## src/rtl/alu_pkg.sv

```systemverilog
// Shared opcode and result-stage state definitions for the ALU result path.
package alu_pkg;
  typedef logic [1:0] opcode_t;

  localparam opcode_t OP_ADD = 2'd0;
  localparam opcode_t OP_SUB = 2'd1;
  localparam opcode_t OP_AND = 2'd2;
  localparam opcode_t OP_XOR = 2'd3;

  localparam logic [1:0] ST_EMPTY = 2'd0;
  localparam logic [1:0] ST_ONE   = 2'd1;
  localparam logic [1:0] ST_TWO   = 2'd2;
endpackage

```

## src/rtl/alu_result_slot.sv

```systemverilog
// One skid-buffer entry: N-bit result register with load enable and async clear.
// With ALU_ZERO_FLAG_EN defined, a zero flag travels alongside the data.
module alu_result_slot
  import alu_pkg::*;
#(
  parameter int N = 4
) (
  input  logic         clk,
  input  logic         rst,
  input  logic         load_i,
  input  logic [N-1:0] data_i,
`ifdef ALU_ZERO_FLAG_EN
  input  logic         zero_i,
  output logic         zero_o,
`endif
  output logic [N-1:0] data_o
);
  logic [N-1:0] data_q;

  always_ff @(posedge clk or posedge rst) begin
    if (rst)         data_q <= '0;
    else if (load_i) data_q <= data_i;
  end

  assign data_o = data_q;

`ifdef ALU_ZERO_FLAG_EN
  logic zero_q;

  always_ff @(posedge clk or posedge rst) begin
    if (rst)         zero_q <= 1'b0;
    else if (load_i) zero_q <= zero_i;
  end

  assign zero_o = zero_q;
`endif
endmodule

```

## src/rtl/alu_result_stage.sv

```systemverilog
// Registered 2-entry skid buffer behind NBit_ALU with a wrapping delivery counter.
// Optional out_zero flag is enabled by defining ALU_ZERO_FLAG_EN.
//   state    | meaning
//   EMPTY    | no result held, out_valid=0
//   ONE      | head slot valid, can still accept
//   TWO      | head and skid slots valid, upstream stalled
module alu_result_stage
  import alu_pkg::*;
#(
  parameter int N      = 4,
  parameter int OPCODE = 0,
  parameter int CNT_W  = 8
) (
  input  logic             clk,
  input  logic             rst,
  input  logic [N-1:0]     in_data,
  input  logic             in_valid,
  output logic             in_ready,
  output logic [N-1:0]     out_data,
  output logic [1:0]       out_op,
  output logic             out_valid,
  input  logic             out_ready,
`ifdef ALU_ZERO_FLAG_EN
  output logic             out_zero,
`endif
  output logic [CNT_W-1:0] out_count
);
  localparam opcode_t OP_TAG = opcode_t'(OPCODE);

  logic [1:0]       state_q, state_d;
  logic [CNT_W-1:0] cnt_q, cnt_d;
  logic             acc, dlv, ld0, ld1;
  logic [N-1:0]     s0_data, s1_data, s0_in;

  // Handshake outputs decode state flops only; no path from out_ready.
  assign in_ready  = (state_q != ST_TWO);
  assign out_valid = (state_q != ST_EMPTY);
  assign acc       = in_valid & in_ready;
  assign dlv       = out_valid & out_ready;

  always_comb begin
    state_d = state_q;
    ld0     = 1'b0;
    ld1     = 1'b0;
    case (state_q)
      ST_EMPTY: if (acc) begin ld0 = 1'b1; state_d = ST_ONE; end
      ST_ONE: begin
        if (acc && dlv)       ld0 = 1'b1;
        else if (acc)         begin ld1 = 1'b1; state_d = ST_TWO; end
        else if (dlv)         state_d = ST_EMPTY;
      end
      ST_TWO: if (dlv) begin ld0 = 1'b1; state_d = ST_ONE; end
      default: state_d = ST_EMPTY;
    endcase
  end

  assign s0_in = (state_q == ST_TWO) ? s1_data : in_data;
  assign cnt_d = cnt_q + {{(CNT_W-1){1'b0}}, dlv};

  always_ff @(posedge clk or posedge rst) begin
    if (rst) begin
      state_q <= ST_EMPTY;
      cnt_q   <= '0;
    end else begin
      state_q <= state_d;
      cnt_q   <= cnt_d;
    end
  end

`ifdef ALU_ZERO_FLAG_EN
  logic z0, z1, z0_in, zin;
  assign zin   = (in_data == '0);
  assign z0_in = (state_q == ST_TWO) ? z1 : zin;
`endif

  alu_result_slot #(.N(N)) u_slot0 (
    .clk    (clk),
    .rst    (rst),
    .load_i (ld0),
    .data_i (s0_in),
`ifdef ALU_ZERO_FLAG_EN
    .zero_i (z0_in),
    .zero_o (z0),
`endif
    .data_o (s0_data)
  );

  alu_result_slot #(.N(N)) u_slot1 (
    .clk    (clk),
    .rst    (rst),
    .load_i (ld1),
    .data_i (in_data),
`ifdef ALU_ZERO_FLAG_EN
    .zero_i (zin),
    .zero_o (z1),
`endif
    .data_o (s1_data)
  );

  assign out_data  = s0_data;
  assign out_op    = out_valid ? OP_TAG : 2'd0;
  assign out_count = cnt_q;
`ifdef ALU_ZERO_FLAG_EN
  assign out_zero  = out_valid & z0;
`endif
endmodule

```

## config.mk

```make
export PLATFORM = sky130hd
export DESIGN_NAME = alu_result_stage
export DESIGN_NICKNAME = d
export VERILOG_FILES = /design/src/rtl/alu_pkg.sv /design/src/rtl/alu_result_slot.sv /design/src/rtl/alu_result_stage.sv
export SDC_FILE = /design/constraint.sdc
export NUM_CORES = 1
export LEC_CHECK = 0
export CORE_MARGIN = 5
export CORE_UTILIZATION = 49
export CTS_CLUSTER_DIAMETER = 120
export DETAILED_ROUTE_END_ITERATION = 8
export PLACE_DENSITY_LB_ADDON = 0.05
export SETUP_SLACK_MARGIN = 0.02
export SLEW_MARGIN = 15
export SYNTH_ARGS = -nofsm -noshare
export SYNTH_HDL_FRONTEND = slang
export SYNTH_SLANG_ARGS = --single-unit
```

## constraint.sdc

```tcl
create_clock -name clk -period 2.5 [get_ports clk]
set_input_delay 0.375 -clock clk [delete_from_list [all_inputs] [get_ports clk]]
set_output_delay 0.375 -clock clk [all_outputs]
set_load 0.01 [all_outputs]
```

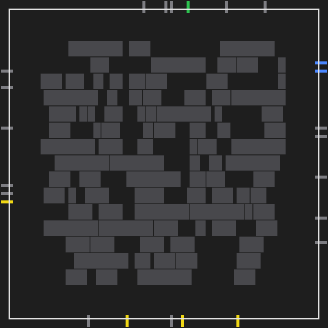
Figure 1: run 1, pin map.
Scale: 6 px per um. Pins as bars across the die edge, other pins in grey.
[green] out_ready | pins: 1 | direction: input | edge: top
[blue] out_op | pins: 2 | direction: output | edge: right
[yellow] in_data | pins: 4 | direction: input | edge: 3 bottom, 1 left
all pins by edge: 7 right, 6 left, 6 top, 5 bottom

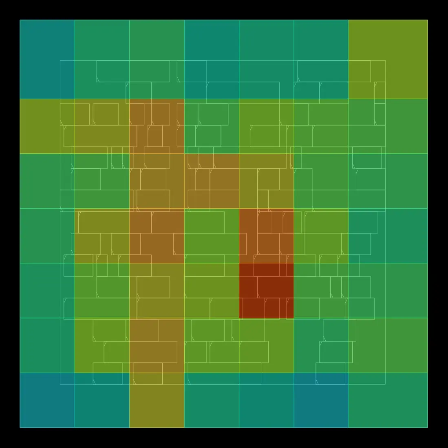
Figure 2: run 1, track usage over the die.
routing layer with the top usage in global route: met2
Final Core Density: 64.9%
met1 Track Usage GR: 17.0%
routed length per instance: 14.2 um
GR Layer Usage met3: 4.37%

==> impl_metrics.tcl, run 1 <==
# place-and-route summary
set metrics [dict create \
    status "finished, final reports clean" \
    routed_via_density 5.24 \
    worst_pin_slew_ps 682 \
    cycle_use_final_pct 78.2 \
    timing_max_transition_violations_final 0 \
    setup_repair_after_global_routing_missed_its_margin "no" \
    setup_total_negative_slack_ps 0 \
    synth.yosys.seq_area_share_pct 53.8 \
    detail-route-antenna-nets 0 \
    finalSetupViolations 0 \
    grt_start_max_net_pins 19 \
    synthCells 68 \
    synth_stat.cells 68 \
    clock_tree.htree_level_count 1 \
    insertion_delay_ps 300 \
    floorplan.rows 15 \
    resize_count_post_cts 0 \
    filler_cell_count 142 \
    min_period_ps 1950 \
    tool_warnings 26 \
    power_density_nw_per_um2 923 \
    slew_headroom_pct 54.5 \
    worst-path-max-fanout 8 \
    area_leaders "dfrtp_1, mux2_2, mux2_1" \
    synth.cell_area_sq_um 837 \
    initial_core_util_pct 50.1 \
    antenna_cells 0 \
    dpl.hpwl_um 1140 \
    kind_of_critical_path "flop to output pin" \
    max_freq_ghz 0.512 \
    hp-class "input port to async pin" \
    cts_made_buffers 3 \
    tritoncts "built" \
    die.size.y_um 51.3 \
    ctsHoldBuffers 0 \
    number_of_global_route_vias_before_repair 586 \
    cts_num_sinks 18 \
    max_cap_violations 0 \
    globalRoute.totalOverflow 0 \
    detailedRoute.firstPassIterationCount 4 \
    synth_top_area_share_pct 53.8 \
    grt_antenna_before_repair 0 \
    dr.first_iter.drc_count 13 \
    core_area_sq_um 1670 \
    synth_flop_count 18 \
    cts.path.max_buffers 2 \
    drc 0 \
    area.growth.synth_to_final_pct 29.6 \
    netlist-cell-type-count 27 \
    final_layout_net_count 101 \
    ir_drop_uv 459 \
    post_cts_setup_repair_bufs 0 \
    netlist.top_cell.by_area "dfrtp_1" \
    worst_setup_timing_slack_at_the_placement_stage_ps 471 \
    syn-mean-instance-area_sq_um 12.3 \
    hold_ws_ps 465 \
    worstSetupEndpointType "output pin" \
    hold_violations 0 \
    number_of_ports_placed_on_the_die_boundary 24 \
    worst_setup_sp_type "flop" \
    clock-skew-final_ps 8.55 \
    timing.final.ws_setup_ps 546 \
    grt_pass1_wl_um 2610 \
    yosysChipArea_sq_um 837 \
    gp_routability_congestion 0.719 \
    port_buffers 21 \
    layout_top_cell_excl_fill_tap "clkdlybuf4s50_1" \
    clock_transition_at_the_registers_of_the_reported_paths_ps 110 \
    required_ps 2120 \
    synthesis_warnings 0 \
    layout.cells.most_common_list "clkdlybuf4s50_1, dfrtp_1, mux2_2" \
    p_leak_uw 0.000485 \
]
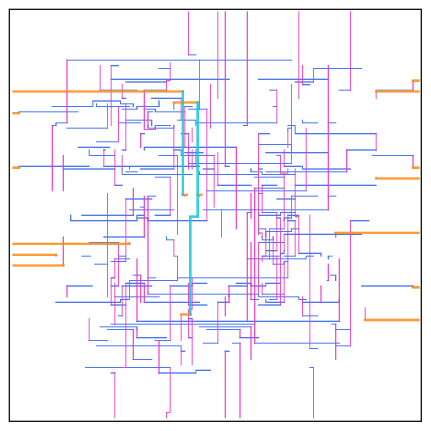
Figure 3: run 1, routed metal, one colour a layer.
Scale: 8 px per um.
[magenta] metal 2 | wire length: 671 um
[orange] metal 3 | wire length: 82.8 um
[blue] metal 1 | wire length: 742 um
[cyan] metal 4 | wire length: 40.4 um
total wire length after detailed routing: 1540 um
All-Layer GR Usage: 13.5%
total number of vias: 566

==> run 1: metrics by stage <==
step	cell area, sq um	cells
floorplan	841	69
global placement	1050	104
detailed placement	1050	104
CTS	1080	108
global route	1080	108
finish	1080	108
==> run 1: final timing paths <==
check                                  start                 to  slack [ps]  cells past startpoint
worst max-delay path              state_q[0]          out_valid         550                      2
worst min-delay path                     rst       out_count[1]         470                      2
worst max register to register    state_q[1]  u_slot0.data_o[1]         990                      3
worst min register to register  out_count[7]       out_count[7]         470                      1
max in group asynchronous                rst  u_slot1.data_o[1]        1600                      2
min in group clk                out_count[7]       out_count[7]         470                      1
==> run 1: cells in the mapped netlist <==
master     count
a21oi_1        2
and2b_2        1
and3_1         1
and3b_1        1
buf_4          2
buf_6          1
clkbuf_2       1
conb_1         1
dfrtp_1       18
ha_1           1
inv_1          3
mux2_1         4
mux2_2         8
mux2i_1        1
nand2_1        3
nand3_1        2
nand4_1        1
nor2_1         2
nor2b_1        1
nor3_1         2
nor3b_1        1
o211ai_1       1
o22ai_1        1
o2bb2ai_1      1
or2_2          1
xnor2_1        3
xor2_1         4
==> run 1: layout make-up <==
type,count,area (sq um),area share (%)
multi-input cells,44,348,32.1
repair buffers,22,218,20.1
clock buffers,4,36.3,3.34
flip-flops and latches,18,450,41.5
well taps,17,21.3,1.96
inverters,3,11.3,1.04
==> run 1: critical path, stage by stage (launching register included) <==
cell	delay [ps]
dfrtp_1	470
or2_2	330
clkdlybuf4s50_1	480
==> run 1: state kept, by name, summed over array words and instances (netlist names) <==
signal	cells
out_count	8
state_q	2
u_slot0.data_o	4
u_slot1.data_o	4
==> run 1: routing by layer <==
metal	routed length, um	global-route usage (%)	vias to the layer above	part of all wire [%]
li1	-	-	274	-
met1	742	17.0	271	48
met2	671	20.8	16	44
met3	82	4.37	5	5.3
met4	40	6.55	0	2.6
met5	0	0	-	0
==> run 1: logic make-up (layout without fill, tap and decap cells) <==
family                   count (synthesis)  in the layout  synth area share, %
flip-flops                              18             18                 53.8
adder cells (fa/ha/maj)                  1              1                 1.49
buffers and inverters                    7             29                 5.08
AND/OR/NAND/NOR                         16             16                 10.6
AND-OR/OR-AND                            5              5                 3.89
other                                    1              2                0.448
multiplexers                            13             13                 17.3
XOR/XNOR                                 7              7                 7.32
==> run 1: where the power goes <==
| part | total, uW | switching [uW] | internal (uW) |
|---|---|---|---|
| logic | 346 | 132 | 215 |
| registers | 475 | 87.6 | 387 |
| clock network | 180 | 91.2 | 88.8 |
| total | 1000 | 310 | 691 |
Figure 4. Sequential cells grouped by signal name (run 1).
Scale: 6 px per um. Other sequential cells in the stronger grey, the rest of the logic in the fainter grey.
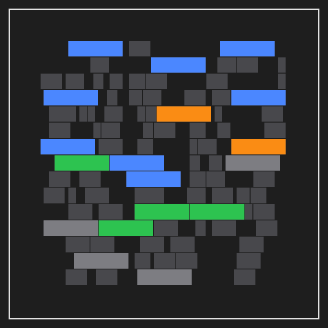

--- run 2 (diff from run 1) ---
Settings changed: CORE_UTILIZATION 49 to 45.
Clock period 2.5 ns to 1.8 ns, I/O delays scaled along.
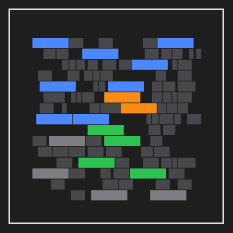
Figure 5: run 2, sequential cells grouped by signal name.
Scale: 4 px per um. Other sequential cells in the stronger grey, the rest of the logic in the fainter grey.
[green] u_slot0.data_o | placed flops: 4
[orange] state_q | placed flops: 2
[blue] out_count | placed flops: 8
not coloured: 4
sequential portion of the cell area: 39.4%
sequential cell area: 450 sq um
Final Core Density: 65.4%
seq pwr: 657 uW

==> run 2 against run 1 <==
Clock skew fell by 6.9 ps. Final cell count rose by 12%. Critical path depth rose by 5. Sequential cell count did not move. Synthesized cell count did not move. Global-route usage barely moved. Clock-buffer cell count did not move. Sequential share of layout area fell by 2.1 points. Core utilization rose by 0.50 points. Power rose by 42%. Highest routed layer unchanged.
==> impl_metrics.tcl, run 2 <==
# place-and-route summary
set metrics [dict create \
    status "finished, final reports clean" \
    final_layout_net_count 106 \
    initial_core_util_pct 48.0 \
    route.final.wire_length_um 1540 \
    p_clk_share_pct 17.7 \
    synth_top_area_share_pct 53.8 \
    cycle_use_final_pct 89.6 \
    drc 0 \
    grt_start_max_net_pins 19 \
    clock_transition_at_the_registers_of_the_reported_paths_ps 100 \
    synth.area.mux_share_pct 17.3 \
    synthCells 68 \
    netlist-cell-type-count 27 \
    cp_cell_sequence "buf_4 -> buf_4 -> o211ai_1 -> inv_1 -> ha_2 -> nand3_1 -> xnor2_1" \
    grt_pass1_wl_um 2700 \
    setup_total_negative_slack_ps 0 \
    port_buffers 21 \
    required_ps 2020 \
    routed_via_density 4.85 \
    slowest_delay_ps 420 \
    pwr-share-comb_pct 35.9 \
    globalRoute.totalOverflow 0 \
    slowest_stage "dfrtp_1" \
    syn-mean-instance-area_sq_um 12.3 \
    number_of_ports_placed_on_the_die_boundary 24 \
    cts_num_sinks 18 \
    hp-class "input port to async pin" \
    synth_stat.cells 68 \
    worst_setup_sp_type "flop" \
    synth_flop_count 18 \
    final_cell_area_sq_um 1140 \
    synthTopLogicFamily "multiplexers" \
    area.growth.synth_to_final_pct 36.5 \
    synthXorXnorAreaFrac_pct 7.32 \
    dr.first_iter.drc_count 4 \
    synth.yosys.seq_area_share_pct 53.8 \
    max_cap_violations 0 \
    min_period_ps 1610 \
    detail-route-antenna-nets 0 \
    filler_cell_count 155 \
    max_freq_ghz 0.620 \
    ys.flop_type "dfrtp_1" \
    insertion_delay_ps 290 \
    floorplan.rows 15 \
    cts_made_buffers 3 \
    largest_register_ffs 8 \
    synthAoiAreaFrac_pct 3.89 \
    post_synth_fa_ha_maj_area_fraction_pct 1.49 \
    die.size.y_um 53.1 \
    cts.path.max_buffers 2 \
    area_leaders "dfrtp_1, mux2_2, mux2_1" \
    antenna_cells 0 \
    finalSetupViolations 0 \
    ir_drop_uv 638 \
    dpl.hpwl_um 1110 \
    power.net_switching_uw 442 \
    gp_routability_congestion 0.732 \
    clock-skew-final_ps 1.60 \
    power_density_nw_per_um2 1240 \
    ctsHoldBuffers 0 \
    worstSetupEndpointType "flop" \
    post_synth_tally_of_flip_flops_with_integrated_enable 0 \
    switching_share_pct 31.2 \
    detailedRoute.firstPassIterationCount 2 \
    tool_warnings 26 \
    via_count 587 \
    timing_max_transition_violations_final 0 \
    synthesis_warnings 0 \
    detailed_place.area_sq_um 1070 \
    grt_antenna_before_repair 0 \
]
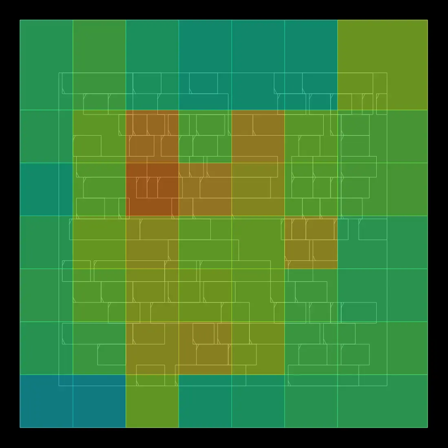
Figure 6: run 2, track usage over the die.
met2 usage in global routing: 22.7%
routed length per instance: 12.7 um
met1 Track Usage GR: 15.9%

run 2: per-stage QoR:
step           std cells  hold slack (ps)  total power [uW]  setup slack (ps)
2_1_floorplan         69              209               890               446
3_3_place_gp         114              458              1150              47.1
3_5_place_dp         114              465              1160              34.4
4_1_cts              121              283              1430              22.7
5_1_grt              121              320              1520              50.1
6_report             121              278              1420               188
run 2: power by group through the flow:
stage | Clock [uW] | Sequential, uW | Combinational, uW
after floorplan | 0 | 691 | 199
after global placement | 0 | 664 | 483
after detailed placement | 0 | 667 | 493
after CTS | 260 | 655 | 517
after global routing | 287 | 675 | 557
final | 252 | 657 | 509
run 2: area by class of cell:
cell class | count | area (sq um) | area share, %
Tap cell | 25 | 31.3 | 2.74
Inverter | 3 | 11.3 | 0.986
Multi-Input combinational cell | 44 | 353 | 30.9
Clock buffer | 4 | 36.3 | 3.18
Sequential cell | 18 | 450 | 39.4
Timing Repair Buffer | 27 | 260 | 22.8
run 2: what timing repair did:
item / CTS / global route
pin swaps: 0 / 1
resized: 0 / 4
setup buffers: 3 / 0
endpoints found under the setup margin: 2 / 2
endpoints found under the hold margin: 0 / 0
run 2: path summary, 6_finish.rpt:
path / startpoint / to / slack [ps] / cells past startpoint
worst max-delay path: state_q[0] / out_count[6] / 190 / 7
worst min-delay path: rst / out_count[0] / 280 / 3
worst max register to register: state_q[0] / out_count[6] / 190 / 7
worst min register to register: out_count[7] / out_count[7] / 480 / 1
max in group asynchronous: rst / u_slot0.data_o[1] / 1330 / 3
min in group clk: out_count[7] / out_count[7] / 480 / 1
run 2: cell families (layout without fill, tap and decap cells):
| logic type | Yosys count | after routing |
|---|---|---|
| multiplexers | 13 | 13 |
| adder cells (fa/ha/maj) | 1 | 1 |
| buffers and inverters | 7 | 34 |
| flip-flops | 18 | 18 |
| other | 1 | 2 |
| AND-OR/OR-AND | 5 | 5 |
| XOR/XNOR | 7 | 7 |
| AND/OR/NAND/NOR | 16 | 16 |
run 2: layer usage:
layer  GRT usage [%]  wire [um]  up-vias
met1            15.9        724      281
li1                -          -      284
met5               0          0        -
met2            22.7        684       17
met4            7.66         40        0
met3            2.54         88        5
run 2: critical path, delay by kind of cell (launching register included):
family          cells  cell delay (ps)
flops               1              420
buf+inv             3              370
compound gates      1              330
fa+ha+maj           1              200
xor+xnor            1              120
simple gates        1               90
--- run 3 (diff from run 2) ---
Settings changed: CTS_CLUSTER_SIZE from default to 8.
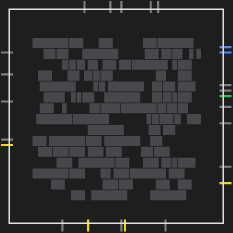
Figure 7: run 3, pin map.
Scale: 4 px per um. Pins as bars across the die edge, other pins in grey.
[yellow] in_data | pins: 4 | direction: input | edge: 2 bottom, 1 right, 1 left
[blue] out_op | pins: 2 | direction: output | edge: right
[green] out_ready | pins: 1 | direction: input | edge: right
all pins by edge: 9 right, 5 left, 5 bottom, 5 top

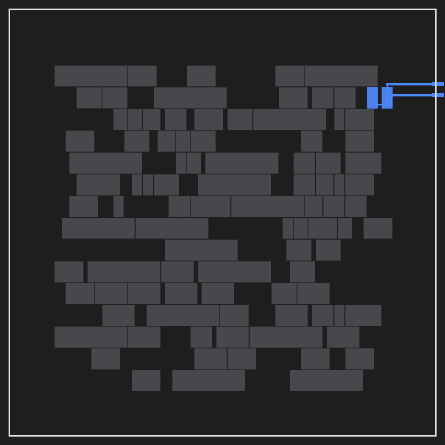
Figure 8: run 3, wires at chosen ports, followed through buffers.
Scale: 8 px per um.
[blue] out_op | direction: output | edge: right | end cells: 2 | buffers: 0 | wire: 16.2 um

==> run 3 against run 2 <==
Die area unchanged. Highest routed layer unchanged. Final cell count unchanged. Register-to-register slack about the same. Sequential share of layout area unchanged.
==> impl_metrics.tcl, run 3 <==
# place-and-route summary
set metrics [dict create \
    status "finished, final reports clean" \
    setup_total_negative_slack_ps 0 \
    synth_top_area_share_pct 53.8 \
    grt_antenna_before_repair 0 \
    grt_start_max_net_pins 19 \
    cts_made_buffers 3 \
    final_layout_net_count 106 \
    ys.flop_type "dfrtp_1" \
    timing_max_transition_violations_final 0 \
    drc 0 \
    filler_cell_count 155 \
    finalSetupViolations 0 \
    number_of_cells_on_the_worst_reg_to_reg_path 7 \
    routed_length_per_instance_um 12.7 \
    max_freq_ghz 0.620 \
    port_buffers 21 \
    cp_cell_sequence "buf_4 -> buf_4 -> o211ai_1 -> inv_1 -> ha_2 -> nand3_1 -> xnor2_1" \
    slowest_stage "dfrtp_1" \
    power_density_nw_per_um2 1240 \
    hold_violations 0 \
    slowest_delay_ps 420 \
    max_cap_violations 0 \
    synthesis_warnings 0 \
    cp_num_buf_inv 3 \
    ir_drop_uv 638 \
    cycle_use_final_pct 89.6 \
    path_depth 7 \
    area.combinational_sq_um 353 \
    worstSetupEndpointType "flop" \
    min_period_ps 1610 \
    clock-skew-final_ps 1.60 \
    detail-route-antenna-nets 0 \
    critical_path.top_delay_family "flip-flops" \
    antenna_cells 0 \
    final-seq-area_sq_um 450 \
    die.size.y_um 53.1 \
    required_ps 2020 \
    grt_pass1_wl_um 2700 \
    floorplan.rows 15 \
    largest_register_ffs 8 \
    synth.yosys.seq_area_share_pct 53.8 \
    worst_setup_sp_type "flop" \
    synthCells 68 \
    via_count 587 \
    area_leaders "dfrtp_1, mux2_2, mux2_1" \
    gp_routability_congestion 0.732 \
    synth_stat.cells 68 \
    globalRoute.totalOverflow 0 \
    route.final.wire_length_um 1540 \
    cts.path.max_buffers 2 \
    clock_transition_at_the_registers_of_the_reported_paths_ps 100 \
    final_cell_area_sq_um 1140 \
    initial_core_util_pct 48.0 \
    dpl.hpwl_um 1110 \
    tool_warnings 26 \
    detailedRoute.firstPassIterationCount 2 \
    layout-drive-gt1-share_pct 22.9 \
    synth_flop_count 18 \
    syn-mean-instance-area_sq_um 12.3 \
    routed_via_density 4.85 \
    dr.first_iter.drc_count 4 \
]
==> run 3: what timing repair did <==
action | CTS | global route
gates resized | 0 | 4
endpoints found under the setup margin | 2 | 2
hold buffers | 0 | 0
setup buffers | 3 | 0
pin swaps | 0 | 1
==> run 3: worst min-delay path: stages <==
cell,delay [ps]
clkdlybuf4s50_1,400
inv_1,50
buf_4,240
==> run 3: final timing paths <==
path	start	end
max	state_q[0]	out_count[6]
min	rst	out_count[0]
max reg2reg	state_q[0]	out_count[6]
min reg2reg	out_count[7]	out_count[7]
max in group asynchronous	rst	u_slot0.data_o[1]
min in group clk	out_count[7]	out_count[7]
==> run 3: kinds of logic after synthesis <==
logic type | share of synthesized area (%)
AOI/OAI and AO/OA | 3.89
xor gates and xnor gates | 7.32
buffers and inverters | 5.08
other | 0.448
adders and majority gates | 1.49
and+or+nand+nor | 10.6
muxes | 17.3
DFF | 53.8
==> run 3: where the power goes <==
part | switching, uW | internal [uW]
Combinational | 194 | 315
Sequential | 119 | 538
Clock | 128 | 123
Total | 442 | 976
==> run 3: cell type report <==
cell class              instances  share of cell area [%]
repair buffers                 27                    22.8
clock buffers                   4                    3.18
multi-input cells              44                    30.9
well taps                      25                    2.74
inverters                       3                   0.986
flip-flops and latches         18                    39.4
==> run 3: through the flow <==
step                      setup slack, ps  utilization, %  instances  total power [uW]  hold slack, ps
after floorplan                       446               -         69               890             209
after global placement               47.1            61.5        114              1150             458
after detailed placement             34.4            61.5        114              1160             465
after CTS                            22.7            64.9        121              1430             283
after global routing                 50.1            65.4        121              1520             320
final                                 188            65.4        121              1420             278
==> run 3: layer usage <==
layer	part of all wire, %	track usage (%)	up-vias	wire, um
met2	45	22.7	17	684
met3	5.7	2.54	5	88
li1	-	-	284	-
met5	0	0	-	0
met1	47	15.9	281	724
met4	2.6	7.66	0	40
Power figures rest on the tool's default switching activity, not on a simulated workload.
